[config.mk]
export PLATFORM = sky130hd
export DESIGN_NAME = tpm_ram_arbiter
export DESIGN_NICKNAME = d
export VERILOG_FILES = /design/src/rtl/tpm_ram_pkg.sv /design/src/rtl/tpm_ram_lane.sv /design/src/rtl/tpm_ram_arbiter.sv
export SDC_FILE = /design/constraint.sdc
export NUM_CORES = 1
export LEC_CHECK = 0
export CORE_UTILIZATION = 25
export CTS_CLUSTER_DIAMETER = 120
export DETAILED_ROUTE_END_ITERATION = 10
export DONT_BUFFER_PORTS = 1
export GPL_TIMING_DRIVEN = 1
export PLACE_DENSITY_LB_ADDON = 0.08
export SYNTH_ARGS = -nofsm -noshare
export SYNTH_HDL_FRONTEND = slang
export SYNTH_SLANG_ARGS = --single-unit
[constraint.sdc]
create_clock -name clk_i -period 3 [get_ports clk_i]
set_clock_uncertainty 0.05 [all_clocks]
set_input_delay 0.6 -clock clk_i [delete_from_list [all_inputs] [get_ports clk_i]]
set_output_delay 0.6 -clock clk_i [all_outputs]
set_load 0.02 [all_outputs]
[src/rtl/tpm_ram_pkg.sv]
// rtl/tpm_ram_pkg.sv - shared constants and helpers for the TPM command/response RAM arbiter
package tpm_ram_pkg;

    localparam int RAM_AW = 9;
    localparam int RAM_DW = 32;
    localparam int LPC_AW = 11;

    localparam logic [7:0] LOCK_READ_VAL = 8'hFF;

    localparam logic [1:0] ST_IDLE     = 2'd0;
    localparam logic [1:0] ST_LPC_RESP = 2'd1;
    localparam logic [1:0] ST_WB_RESP  = 2'd2;

    function automatic logic [3:0] lane_onehot(input logic [1:0] lane);
        return 4'b0001 << lane;
    endfunction

endpackage

[src/rtl/tpm_ram_lane.sv]
// rtl/tpm_ram_lane.sv - byte-lane encode (one-hot enable, replicated byte) and decode (byte select)
module tpm_ram_lane
    import tpm_ram_pkg::*;
(
    input  logic [1:0]        wr_lane,
    input  logic [7:0]        wr_byte,
    output logic [3:0]        wr_wen,
    output logic [RAM_DW-1:0] wr_word,
    input  logic [1:0]        rd_lane,
    input  logic [RAM_DW-1:0] rd_word,
    output logic [7:0]        rd_byte
);

    assign wr_wen  = lane_onehot(wr_lane);
    assign wr_word = {4{wr_byte}};
    assign rd_byte = rd_word[8*rd_lane +: 8];

endmodule

[src/rtl/tpm_ram_arbiter.sv]
// rtl/tpm_ram_arbiter.sv - LPC/Wishbone arbiter for the 512x32 TPM RAM; optional TPM_RAM_LOCK_EN
module tpm_ram_arbiter
    import tpm_ram_pkg::*;
#(
    parameter int LPC_MAX_CONSEC = 4
) (
    input  logic              clk_i,
    input  logic              rst_i,
    input  logic              lpc_req_i,
    input  logic              lpc_we_i,
    input  logic [LPC_AW-1:0] lpc_addr_i,
    input  logic [7:0]        lpc_wdata_i,
    output logic [7:0]        lpc_rdata_o,
    output logic              lpc_done_o,
    input  logic              WBs_CYC,
    input  logic              WBs_STB,
    input  logic              WBs_WE,
    input  logic [16:0]       WBs_ADR,
    input  logic [3:0]        WBs_BYTE_STB,
    input  logic [RAM_DW-1:0] WBs_WR_DAT,
    output logic [RAM_DW-1:0] WBs_RD_DAT,
    output logic              WBs_ACK,
    output logic [RAM_AW-1:0] ram_addr_o,
    output logic [RAM_DW-1:0] ram_wdata_o,
    output logic [3:0]        ram_wen_o,
    output logic              ram_wr_en_o,
    output logic              ram_rd_en_o,
    input  logic [RAM_DW-1:0] ram_rdata_i
`ifdef TPM_RAM_LOCK_EN
    ,
    input  logic              lpc_lock_i,
    output logic              lock_viol_o
`endif
);

    logic [1:0]        state_q;
    logic [3:0]        consec_q;
    logic [1:0]        rd_lane_q;
    logic              locked_q;
    logic              wb_req;
    logic              cap_hit;
    logic              in_idle;
    logic              wb_win;
    logic              lpc_win;
    logic              lpc_ram_ok;
    logic              lock_now;
    logic              lpc_resp;
    logic [3:0]        lane_wen;
    logic [RAM_DW-1:0] lane_word;
    logic [7:0]        lane_byte;
    logic              unused_adr;

    assign unused_adr = ^{WBs_ADR[16:11], WBs_ADR[1:0]};

`ifdef TPM_RAM_LOCK_EN
    assign lock_now = lpc_lock_i;
`else
    assign lock_now = 1'b0;
`endif

    // LPC wins ties unless it has already taken LPC_MAX_CONSEC grants over a waiting WB master
    assign wb_req     = WBs_CYC & WBs_STB;
    assign cap_hit    = (consec_q == 4'(LPC_MAX_CONSEC));
    assign in_idle    = (state_q == ST_IDLE) & ~rst_i;
    assign wb_win     = in_idle & wb_req & (~lpc_req_i | cap_hit);
    assign lpc_win    = in_idle & lpc_req_i & ~wb_win;
    assign lpc_ram_ok = lpc_win & ~lock_now;

    tpm_ram_lane u_lane (
        .wr_lane (lpc_addr_i[1:0]),
        .wr_byte (lpc_wdata_i),
        .wr_wen  (lane_wen),
        .wr_word (lane_word),
        .rd_lane (rd_lane_q),
        .rd_word (ram_rdata_i),
        .rd_byte (lane_byte)
    );

    always_comb begin
        ram_addr_o  = '0;
        ram_wdata_o = '0;
        ram_wen_o   = '0;
        ram_wr_en_o = 1'b0;
        ram_rd_en_o = 1'b0;
        if (lpc_ram_ok) begin
            ram_addr_o = lpc_addr_i[LPC_AW-1:2];
            if (lpc_we_i) begin
                ram_wdata_o = lane_word;
                ram_wen_o   = lane_wen;
                ram_wr_en_o = 1'b1;
            end else begin
                ram_rd_en_o = 1'b1;
            end
        end else if (wb_win) begin
            ram_addr_o = WBs_ADR[10:2];
            if (WBs_WE) begin
                ram_wdata_o = WBs_WR_DAT;
                ram_wen_o   = WBs_BYTE_STB;
                ram_wr_en_o = |WBs_BYTE_STB;
            end else begin
                ram_rd_en_o = 1'b1;
            end
        end
    end

    always_ff @(posedge clk_i) begin
        if (rst_i) begin
            state_q   <= ST_IDLE;
            consec_q  <= '0;
            rd_lane_q <= '0;
            locked_q  <= 1'b0;
        end else begin
            case (state_q)
                ST_IDLE: begin
                    if (lpc_win) begin
                        state_q   <= ST_LPC_RESP;
                        rd_lane_q <= lpc_addr_i[1:0];
                        locked_q  <= lock_now;
                    end else if (wb_win) begin
                        state_q <= ST_WB_RESP;
                    end
                    if (wb_win || !wb_req) begin
                        consec_q <= '0;
                    end else if (lpc_win) begin
                        consec_q <= consec_q + 4'd1;
                    end
                end
                default: state_q <= ST_IDLE;
            endcase
        end
    end

    // Response outputs are gated by reset so an access interrupted by reset never completes
    assign lpc_resp    = (state_q == ST_LPC_RESP) & ~rst_i;
    assign lpc_done_o  = lpc_resp;
    assign lpc_rdata_o = !lpc_resp ? 8'h00 : (locked_q ? LOCK_READ_VAL : lane_byte);
    assign WBs_ACK     = (state_q == ST_WB_RESP) & ~rst_i;
    assign WBs_RD_DAT  = WBs_ACK ? ram_rdata_i : '0;

`ifdef TPM_RAM_LOCK_EN
    assign lock_viol_o = lpc_resp & locked_q;
`endif

endmodule
Run 1, M3 wires:
Scale: 6 px per um.
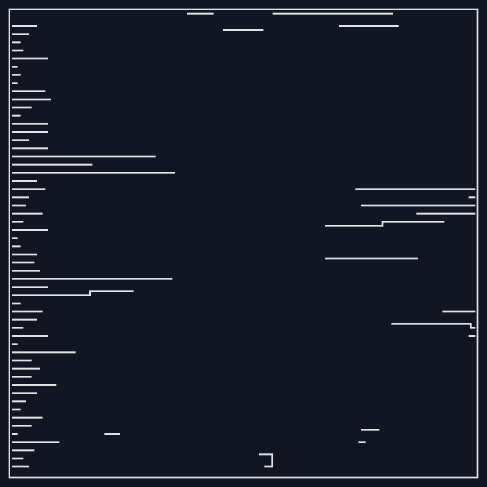
share of all routed wire = 9.5%
longest straight run = 26.9 um
main direction = horizontal
wire length on this layer = 442 um
routed via count: 1376
final wirelength: 4640 um
met3 Use GR: 4.24%

Run 1, the clock network:
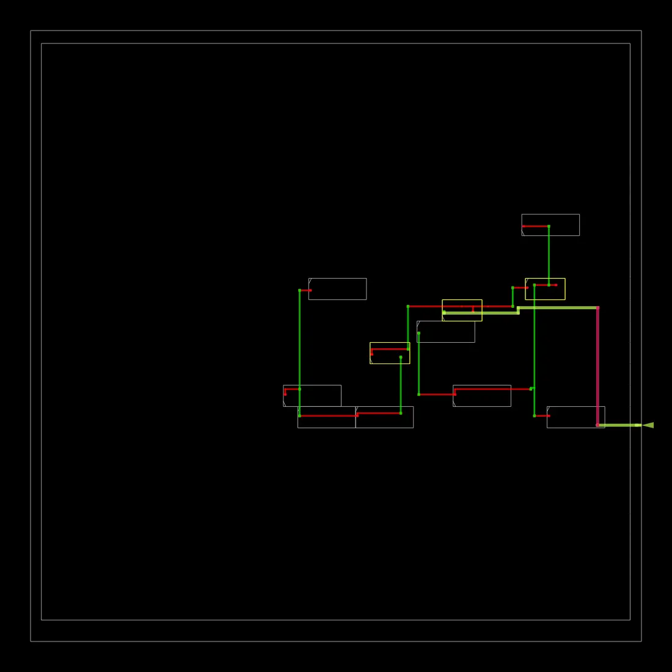
Latency at later pin: 0.23 ns
clk pwr: 0.000130 W
clock buffers: 3
Clock Sinks: 8

Run 1, wiring by layer:
Scale: 4 px per um.
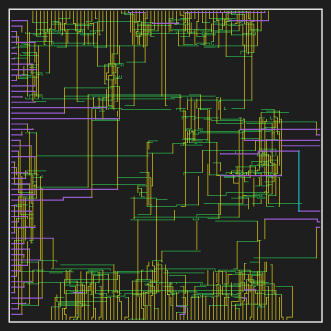
cyan -> metal 4  # wire length 15.0 um
yellow -> metal 2  # wire length 2430 um
purple -> metal 3  # wire length 442 um
green -> metal 1  # wire length 1750 um
GRT Overall Usage: 13.4%
detail-routed net length per standard cell: 20.3 um

==> impl_metrics.toml, run 1 <==
# implementation run metrics
[timing]
hold_viol = 0
final.setup.tns_ns = 0
min_period_ns = 2.65

[layout]
syn2layout_area_growth_pct = 4.53
diodes = 0
comb_area_sq_um = 1160

[setup_path]
r2r-end = "rd_lane_q[0]"
cp-start-kind = "register"
critical_path.cell_chain = "inv_1, ha_1, nand3b_2, o2111a_1, buf_4, a22o_1"
endpoint = "ram_wdata_o[31]"
cp_num_buf_inv = 2
crit_slowest_cell = "dfxtp_1"

[power]
power_density_nw_per_um2 = 257
irDropWorstVdd_mv = 0.169

[floorplan]
core-area_sq_um = 5510
die_width_um = 77.8

[detailed_routing]
drc = 0
antenna_left = 0

[hold_path]
holdCritPathClass = "in -> reg"

[placement]
gp_congestion = 0.715

[clock_tree]
clock_path_buffers = 2

[yosys]
ys_seq_elements = 8
synth_top_cell_by_area = "a22o_1"
synth_top_flop_cell = "dfxtp_1"

[outcome]
outcome = "finished clean"
run 1: report_power, final:
| group | internal [W] | switching, W | total (W) |
|---|---|---|---|
| combinational | 0.0000567 | 0.0000768 | 0.000134 |
| sequential | 0.000111 | 0.0000117 | 0.000122 |
| clock | 0.0000871 | 0.0000433 | 0.000130 |
run 1: through the flow:
step | instances | util [%] | setup WS (ns) | cell area, sq um | hold WS [ns]
floorplan | 167 | - | 0.503 | 1440 | 0.432
global placement | 225 | 26.5 | 0.538 | 1460 | 0.447
detailed placement | 225 | 26.5 | 0.497 | 1460 | 0.459
CTS | 228 | 27.3 | 0.339 | 1500 | 0.380
global route | 228 | 27.3 | 0.194 | 1500 | 0.379
finish | 228 | 27.3 | 0.351 | 1500 | 0.385
run 1: worst register-to-register path, delay by kind of cell (launching register included):
family | cells | cell delay, ns
flops | 1 | 0.38
mux | 1 | 0.34
compound gates | 1 | 0.24
simple gates | 1 | 0.57
run 1: placed cells by master (no fill, tap or decap), types with 3 or more instances in the layout:
cell type	Yosys	layout
clkbuf_8	0	3
nor2b_1	12	12
nor2_1	3	3
nand3_1	3	3
a22o_1	44	44
mux4_2	8	8
and2_1	33	33
nand4_1	3	3
inv_1	3	3
dfxtp_1	8	8
buf_4	0	4
o21ai_0	4	4
run 1: metal layers:
metal	GRT usage [%]	vias up	wire length (um)
li1	-	624	-
met1	16.2	670	1750
met2	23.1	80	2430
met3	4.24	2	441
met4	2.45	0	14
met5	0	-	0
run 1: cell type report:
type,count,area share (%)
Multi-Input combinational cell,137,77.6
Inverter,4,1.00
Tap cell,72,6.00
Clock buffer,3,2.75
Timing Repair Buffer,4,2.00
Sequential cell,8,10.7
run 1: sequential cells by signal, summed over array words and instances (netlist names):
register,count
rd_lane_q,2
state_q,2
consec_q,4
Run 1, gate-type map:
Scale: 4 px per um.
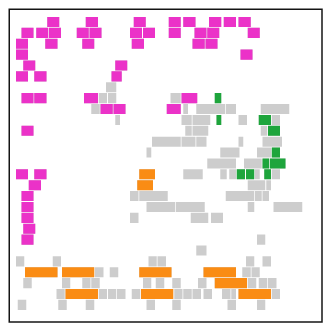

==> run 2: changes to the inputs <==
Settings changed: DONT_BUFFER_PORTS 1 to unset, GPL_ROUTABILITY_DRIVEN set to 1.
Run 2, gate-type map:
Scale: 4 px per um.
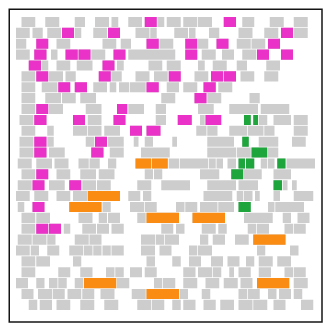
magenta -> non-inverting ao/oa cells  # cells 48, most used a22o_1
orange -> mux cells  # cells 10, most used mux4_2
green -> nand cells  # cells 10, where east
Cell Count, Final, Fillers Out: 429
logic share of the area: 34.5%

Run 2, M3 wires:
Scale: 6 px per um.
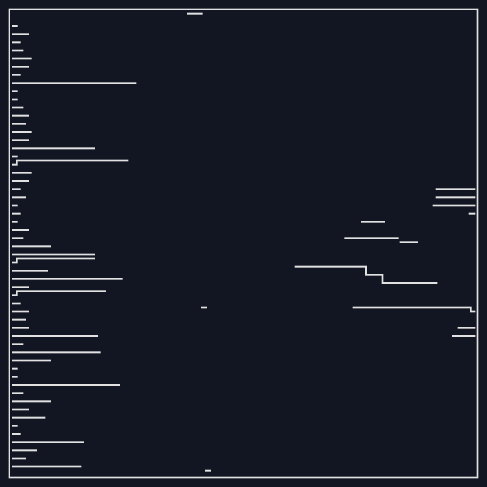
longest straight run = 20.5 um
wire length on this layer = 375 um
share of all routed wire = 5.6%
main direction = horizontal

==> run 2 against run 1 <==
  * Hold slack better by 0.084 ns
  * Fmax down 9.7%
  * Routed wire length up 45%
  * Flip-flop count unchanged
  * Utilization up 35 points
  * Largest cell class is now buffers
  * Critical path type is now in -> out
  * Global-route usage up 7.9 points
  * Sequential share of layout area down 6.0 points
  * Largest power group unchanged
  * Via count up 53%
  * Setup slack worse by 0.28 ns
==> impl_metrics.toml, run 2 <==
# implementation run metrics
[detailed_routing]
antenna_left = 0
dr_wl_met2_um = 3620
wl_per_cell_um = 15.7
route.met3.wl_um = 374
drc = 0
wirelength_um = 6730

[grt]
top_usage_layer = "met2"
track_usage_pct = 21.2

[layout]
final_cell_mix = "102 x clkdlybuf4s50_1, 44 x a22o_1, 44 x dlygate4sd2_1"
top_regs = "consec_q (4), rd_lane_q (2), state_q (2)"
layout_top_cell = "clkdlybuf4s50_1"
regMostFlops = "consec_q"
largest_reg_flops = 4

[power]
internal_power_w = 0.000411
power_frac_comb_pct = 57.1
irDropWorstVdd_mv = 0.256
clockPowerShare_pct = 22.1
p_clk_w = 0.000130
pg_seq_w = 0.000123

[timing]
min_period_ns = 2.93
timing.hold.ws_ns = 0.468
layout_setup_ws_ns = 0.0664
hold_viol = 0

[yosys]
synth_top_cell_by_area = "a22o_1"
ys_seq_elements = 8

[clock_tree]
clk_latency_ns = 0.23

[outcome]
outcome = "finished clean"

[placement]
gp_congestion = 0.808
[run 2: cells by family after synthesis]
| family | after synthesis | share of synthesized area (%) |
|---|---|---|
| flops | 8 | 11.1 |
| simple gates | 66 | 29.6 |
| mux | 10 | 14.1 |
| fa+ha+maj | 2 | 1.74 |
| compound gates | 59 | 35.3 |
| buf+inv | 22 | 8.10 |
[run 2: stage by stage]
step	power (W)	utilization (%)	std cells	TNS [ns]	cell area, sq um
after floorplan	0.000248	-	167	0	1440
after global placement	0.000470	62.5	422	-17.36	3440
after detailed placement	0.000474	62.5	422	-16.86	3440
after CTS	0.000595	62.6	429	0	3450
after global routing	0.000626	62.3	429	-0.00580	3430
final	0.000590	62.3	429	0	3430
[run 2: worst max-delay path, stage by stage]
cell and delay, ns:
clkdlybuf4s50_1 0.47, or4b_4 0.47, o21bai_4 0.22, inv_2 0.12, a22o_1 0.13, clkdlybuf4s15_2 0.26
[run 2: timing repair]
action / in CTS / in global routing
endpoints found under the setup margin: 88 / 47
cloned: 2 / 0
pin swaps: 1 / 2
setup buffers: 2 / 0
resized: 195 / 8
[run 2: final cells by class]
| class | count | area, sq um | share of cell area (%) |
|---|---|---|---|
| timing repair buffer | 204 | 1940 | 56.4 |
| multi-input combinational | 137 | 1180 | 34.5 |
| sequential | 8 | 160 | 4.67 |
| tap | 72 | 90.1 | 2.62 |
| clock buffer | 3 | 41.3 | 1.20 |
| inverter | 4 | 15.0 | 0.437 |
| timing repair inverter | 1 | 7.51 | 0.219 |
[run 2: final timing paths]
path / start / slack [ns] / endpoint / depth (start not counted)
max: lpc_req_i / 0.07 / ram_addr_o[7] / 6
min: consec_q[3] / 0.47 / consec_q[3] / 2
max reg2reg: state_q[1] / 1.18 / rd_lane_q[1] / 4
min reg2reg: consec_q[3] / 0.47 / consec_q[3] / 2
Run 2, the clock network:
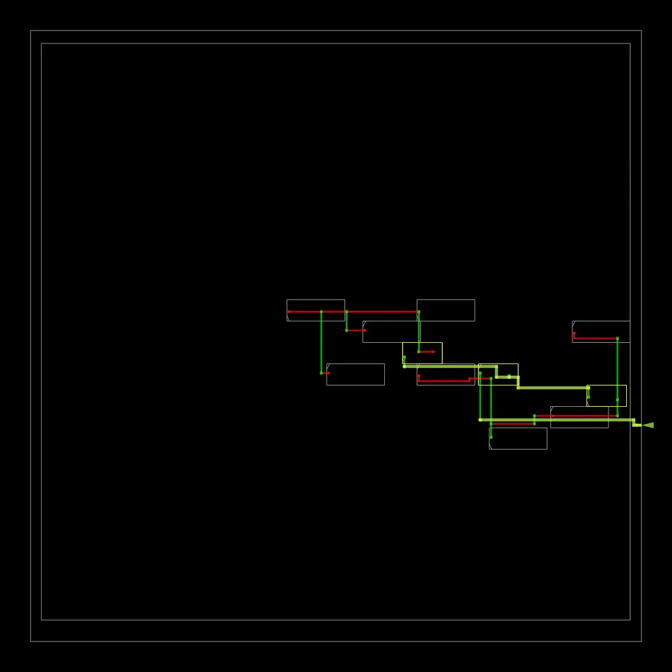

==> run 3: changes to the inputs <==
Settings changed: CTS_CLUSTER_SIZE set to 24.
Clock period 3 ns to 3.6 ns, I/O delays scaled along.
Run 3, the clock network:
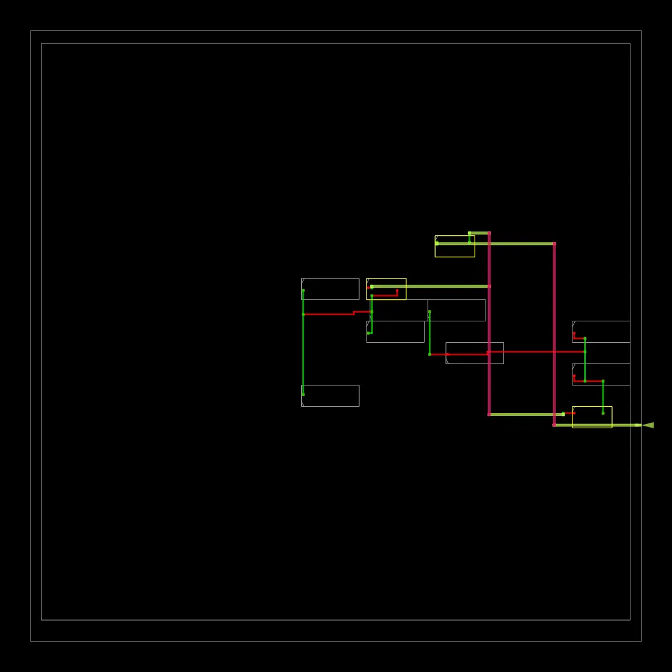
Latency at later pin: 0.24 ns
clk pwr: 0.000111 W

==> run 3 against run 2 <==
  * Sequential share of layout area shrank 0.20 points
  * Combinational power shrank 15%
  * Power shrank 15%
  * Largest power group unchanged
==> impl_metrics.toml, run 3 <==
# implementation run metrics
[setup_path]
cp-start-kind = "input port"
critPathTopFamily = "buffers and inverters"
reg2reg_depth = 4
r2r-end = "rd_lane_q[1]"
max_stage_delay_ns = 0.61
cp_common_cell = "clkdlybuf4s50_1"
reg2reg_slack_ns = 1.84

[layout]
biggestCellCategory = "buffers"
nonClockBufferCount = 200
layout_top_cell = "clkdlybuf4s50_1"
final_cell_mix = "157 x clkdlybuf4s50_1, 44 x a22o_1, 33 x and2_1, 33 x dlymetal6s2s_1, 12 x nor2b_1"
fin_area_sq_um = 3590
final_util_pct = 65.1
buf_share_pct = 59.0
n_clock_buffer = 3
seq_cells = 8
sh_seq_area_pct = 4.46
sequential_cell_area_sq_um = 160

[yosys]
synth_top_flop_cell = "dfxtp_1"
ys_seq_elements = 8

[hold_path]
min_path_cells = 2
holdCritPathClass = "reg -> reg"
worstHoldEndpoint = "consec_q[3]"

[placement]
placed_area_sq_um = 3440
preCtsSetupSlack_ns = 0.00789

[power]
swShare_pct = 29.5
clockPowerShare_pct = 22.2
internal_power_w = 0.000351
p_total_w = 0.000499
power_density_nw_per_um2 = 139

[timing]
min_period_ns = 3.53
layout_setup_ws_ns = 0.0699
hold_viol = 0

[outcome]
outcome = "finished clean"

[detailed_routing]
antenna_left = 0
drc = 0
wl_per_cell_um = 15.3

[clock_tree]
clock-sinks = 8
clock_path_buffers = 2
cts_setup_buffers = 0
Run 3, M3 wires:
Scale: 6 px per um.
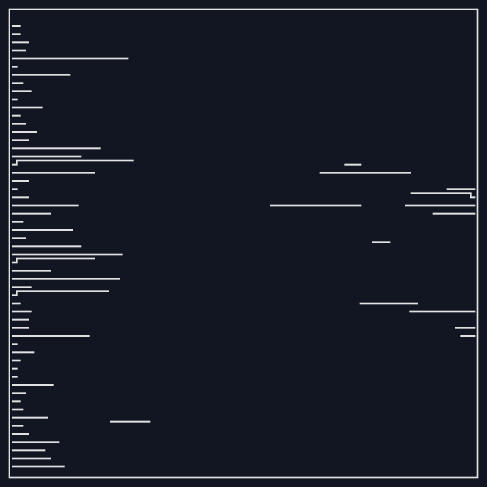
main direction = horizontal
nets with wire on the layer = 65

run 3: what timing repair did:
action | CTS | global route
hold buffers | 0 | 0
cloned | 0 | 1
resized | 1 | 33
endpoints found under the setup margin | 1 | 40
pin swaps | 0 | 1
run 3: how the worst max path moves through the flow:
stage                     startpoint         endpoint  slack [ns]
after global routing           rst_i  ram_wdata_o[17]       -0.01
after global placement     lpc_req_i    ram_addr_o[5]       0.002
final                          rst_i  ram_wdata_o[19]        0.07
after detailed placement       rst_i    ram_addr_o[5]       0.008
after floorplan                rst_i    ram_addr_o[0]        0.86
after CTS                      rst_i    ram_addr_o[1]       0.003
run 3: cells by family after synthesis:
| logic type | synth area share [%] |
|---|---|
| mux | 14.1 |
| simple gates | 29.6 |
| flops | 11.1 |
| buf+inv | 8.10 |
| fa+ha+maj | 1.74 |
| compound gates | 35.3 |
run 3: metal layers:
layer | vias to the layer above | wire length, um | track usage, %
met2 | 69 | 3540 | 37.9
met4 | 0 | 46 | 3.96
met3 | 5 | 417 | 5.88
met5 | - | 0 | 0
met1 | 944 | 2500 | 23.3
li1 | 1024 | - | -
run 3: power groups by stage:
stage / registers, W / clock network, W / logic, W
6_report: 0.000102 / 0.000111 / 0.000286
5_1_grt: 0.000104 / 0.000119 / 0.000304
4_1_cts: 0.000103 / 0.000114 / 0.000289
3_5_place_dp: 0.000104 / 0 / 0.000289
3_3_place_gp: 0.000104 / 0 / 0.000288
2_1_floorplan: 0.0000944 / 0 / 0.000112
run 3: through the flow:
| step | instances | hold WS [ns] | TNS, ns |
|---|---|---|---|
| detailed placement | 420 | 0.455 | 0 |
| global route | 424 | 0.505 | -0.0115 |
| finish | 424 | 0.467 | 0 |
| CTS | 423 | 0.466 | 0 |
| global placement | 420 | 0.449 | 0 |
| floorplan | 167 | 0.432 | 0 |

==> layout pictures side by side <==
Clock network drawn from the DEF.
Scale: 6 px per um.
Plate I
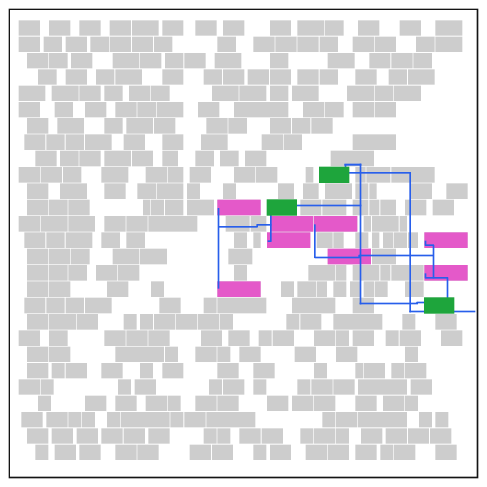
Plate II
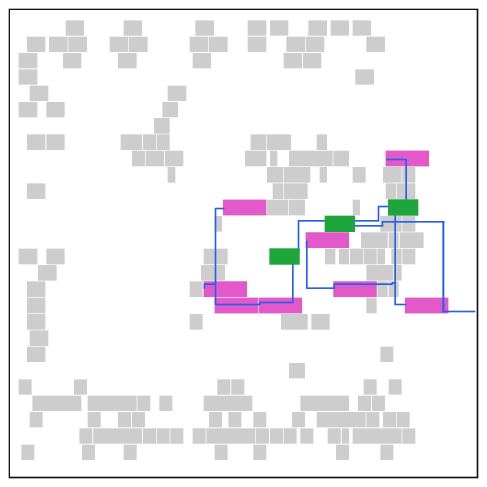
Plate III
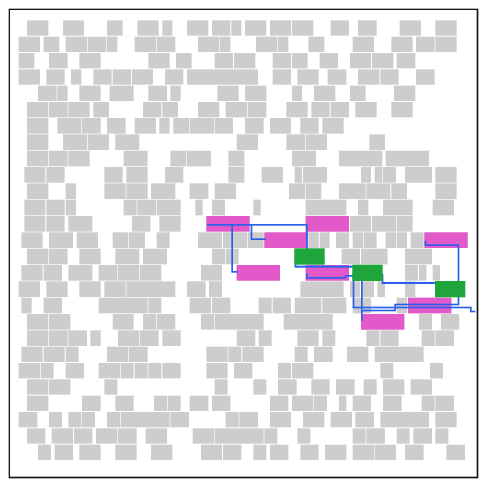
run 3 -> Plate I
run 1 -> Plate II
run 2 -> Plate III

Key to Plate II:
green -> clock drivers  # count 3
magenta -> flip-flops  # count 8
blue -> clock wires  # length 165 um
routed clock nets = 4

No activity file was given, so power comes from the tool's default toggle rates.
